==> config.mk <==
export PLATFORM = sky130hd
export DESIGN_NAME = bram_ctrl
export DESIGN_NICKNAME = d
export VERILOG_FILES = /design/src/rtl/bram_ctrl_pkg.sv /design/src/rtl/bram_ctrl_rsp_fifo.sv /design/src/rtl/bram_ctrl.sv
export SDC_FILE = /design/constraint.sdc
export NUM_CORES = 1
export LEC_CHECK = 0
export CORE_ASPECT_RATIO = 0.7
export CORE_MARGIN = 2
export CORE_UTILIZATION = 30
export DETAILED_ROUTE_END_ITERATION = 6
export GPL_ROUTABILITY_DRIVEN = 1
export GPL_TIMING_DRIVEN = 0
export HOLD_SLACK_MARGIN = 0.15
export SYNTH_ARGS = -nofsm -noshare
export SYNTH_HDL_FRONTEND = slang
export SYNTH_HIERARCHICAL = 1
export SYNTH_SLANG_ARGS = --single-unit
==> constraint.sdc <==
create_clock -name clk -period 4.3 [get_ports clk]
set_input_delay 0.43 -clock clk [delete_from_list [all_inputs] [get_ports clk]]
set_output_delay 0.43 -clock clk [all_outputs]
set_load 0.01 [all_outputs]
==> images/cell_classes.png <==
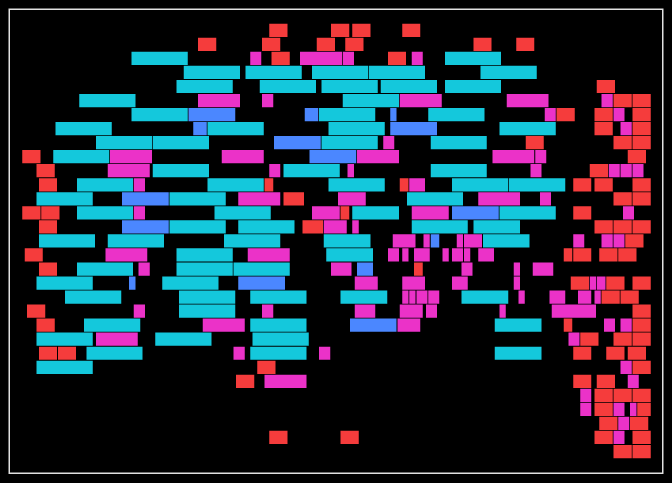
all other logic -> magenta  # cells 96, share of their area 22%
clock drivers and dummy loads -> blue  # cells 15, share of their area 6.2%
other buffers and delay cells -> red  # cells 89, share of their area 20%
flip-flops -> cyan  # cells 73, share of their area 51%
final design utilization: 0.4254
std cell rows: 31
core area: 10,280 sq um
flop share of the area: 0.4910

==> images/registers.png <==
Other sequential cells in the stronger gray, the rest of the logic in the fainter gray.
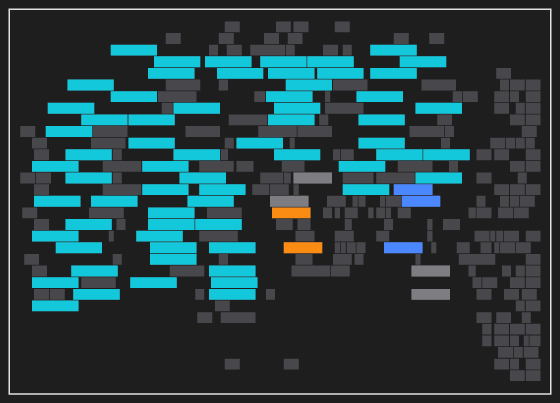
`u_rsp_fifo/count` -> blue  # placed flops 3
`u_rsp_fifo/wr_ptr_q` -> orange  # placed flops 2
`u_rsp_fifo/mem_q` -> cyan  # placed flops 64
not colored = 4
Reg area: 2147 sq um
sequential power: 0.871 mW

==> images/gate_families.png <==
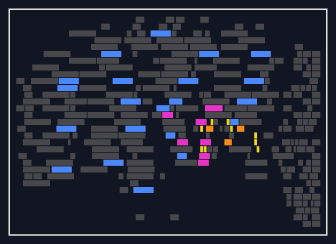
XOR/XNOR gates -> orange  # cells 3, most used xor2_1
adder and majority cells -> magenta  # cells 7, most used ha_1, where center
multiplexers -> blue  # cells 21, most used mux4_2
inverters -> yellow  # cells 9, most used inv_1
Finished Layout Cells: 405
Commonest Layout Cell: clkdlybuf4s50_1
Comb area share: 0.2069

==> images/clock_map.png <==
The bar under the picture is 50 um long.
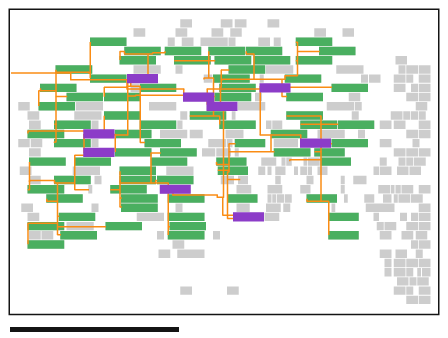
flip-flops -> green  # count 73
clock wires -> orange  # length 805 um
cells driving clock nets -> purple  # count 9
routed clock nets = 10
worst skew pair latency: 0.32 ns
Clk network pwr share: 0.267
clock skew: 0.005463 ns
Clk power: 0.642 mW

==> images/final_clocks.png <==
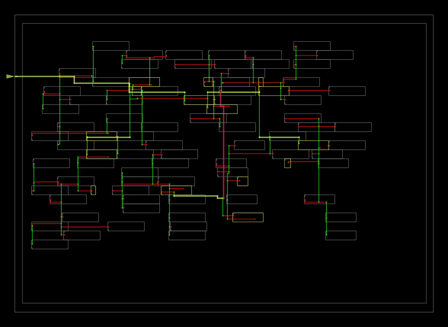
Clock Sinks: 73
flop count: 73
number of clock buffers in the layout: 9

==> deck_impl_summary.md <==
Physical Implementation Snapshot

Global route
  – GR Layer Usage met2: 0.1916
  – Total congestion overflow: 0
  – Antenna violations before repair: 0
  – Largest net degree at the start of global routing: 17
  – GRT met1 Usage: 0.1473
  – Busiest grt layer: met2

Power and ir drop
  – Seq pwr share: 0.363
  – Int Pwr: 1.741 mW
  – Total power: 2.403 mW
  – Switching power: 0.6615 mW
  – Sw frac: 0.2753
  – P per Cell Area: 549.4 nW/um^2
  – Power Combinational: 0.890 mW

Logic synthesis
  – Top non-seq family: multiplexers
  – Basic Gates by Area: 0.1103
  – Top cells by area: edfxtp_1, mux4_2, and2_1
  – Post-Syn Instances: 177
  – Post-synth top cells: edfxtp_1, and2_1, mux4_2, dfrtp_1, inv_1
  – Aoi share: 0.001991
  – Area leader, netlist: edfxtp_1
  – Yosys Warn Count: 6
  – YS chip area: 3142 sq um
  – Post-synthesis cell type with the largest instance count: edfxtp_1
  – Seq share, synth: 0.6834
  – Cell area after synthesis: 3142 sq um
  – Yosys xor share: 0.008363
  – Adder share: 0.03027
  – Syn Area/Cell: 17.75 sq um

Critical path
  – Worst-path cell chain: buf_6 -> buf_6 -> mux4_2 -> and2_1 -> clkdlybuf4s50_1
  – Most frequent CP cell: buf_6
  – CP max-delay cell: mux4_2
  – CP Capture Type: output pin
  – Worst reg2reg path depth: 11
  – Crit path buffers/inverters: 3
  – Peak per-stage delay on the critical path: 0.50 ns
  – Stages on the worst setup path: 5
  – Crit path launch type: flip-flop

Drt
  – Met1 Routed Length: 2681 um
  – # DRC: 0
  – Initial DRC Count: 75
  – Total iterations of the first detailed-routing run: 4
  – Antenna Nets Post-Route: 0
  – DR WL met2: 2827 um
  – Met3 wire len: 502 um

Place
  – Placed cell area: 4111 sq um
  – Pre-CTS setup slack: 1.838 ns
  – Port bufs: 80

Clocking
  – CTS buffer count: 9
  – Root Driver: clkbuf_16
  – Clk buf depth: 2
  – # resized after CTS: 0

Layout
  – Non-clk invs: 9
  – Final nets: 317
  – Buffers, non-clock: 89
  – ANT cells: 0
  – Area Overhead vs Synth: 39.19%
  – Logic area: 904.6 sq um
  – Share of cells above drive strength 1: 0.1685
  – Signal buf overhead: 0.1969
  – #MultiIn Comb: 87
  – Max reg flops: 64

Outcome
  – Outcome: finished, final reports clean

Final timing
  – Finish-stage setup viols: 0
  – Worst setup margin: 1.639 ns
  – Hold WS: 0.2984 ns
  – Hold Fails Final Rpt: 0
  – F_max: 375.8 MHz

Die
  – Fp util: 0.3057
  – N_taps: 132
  – DIE AREA: 11,320 sq um

Job
  – Max_cap viols: 0
Power and IR drop assume default switching activity.
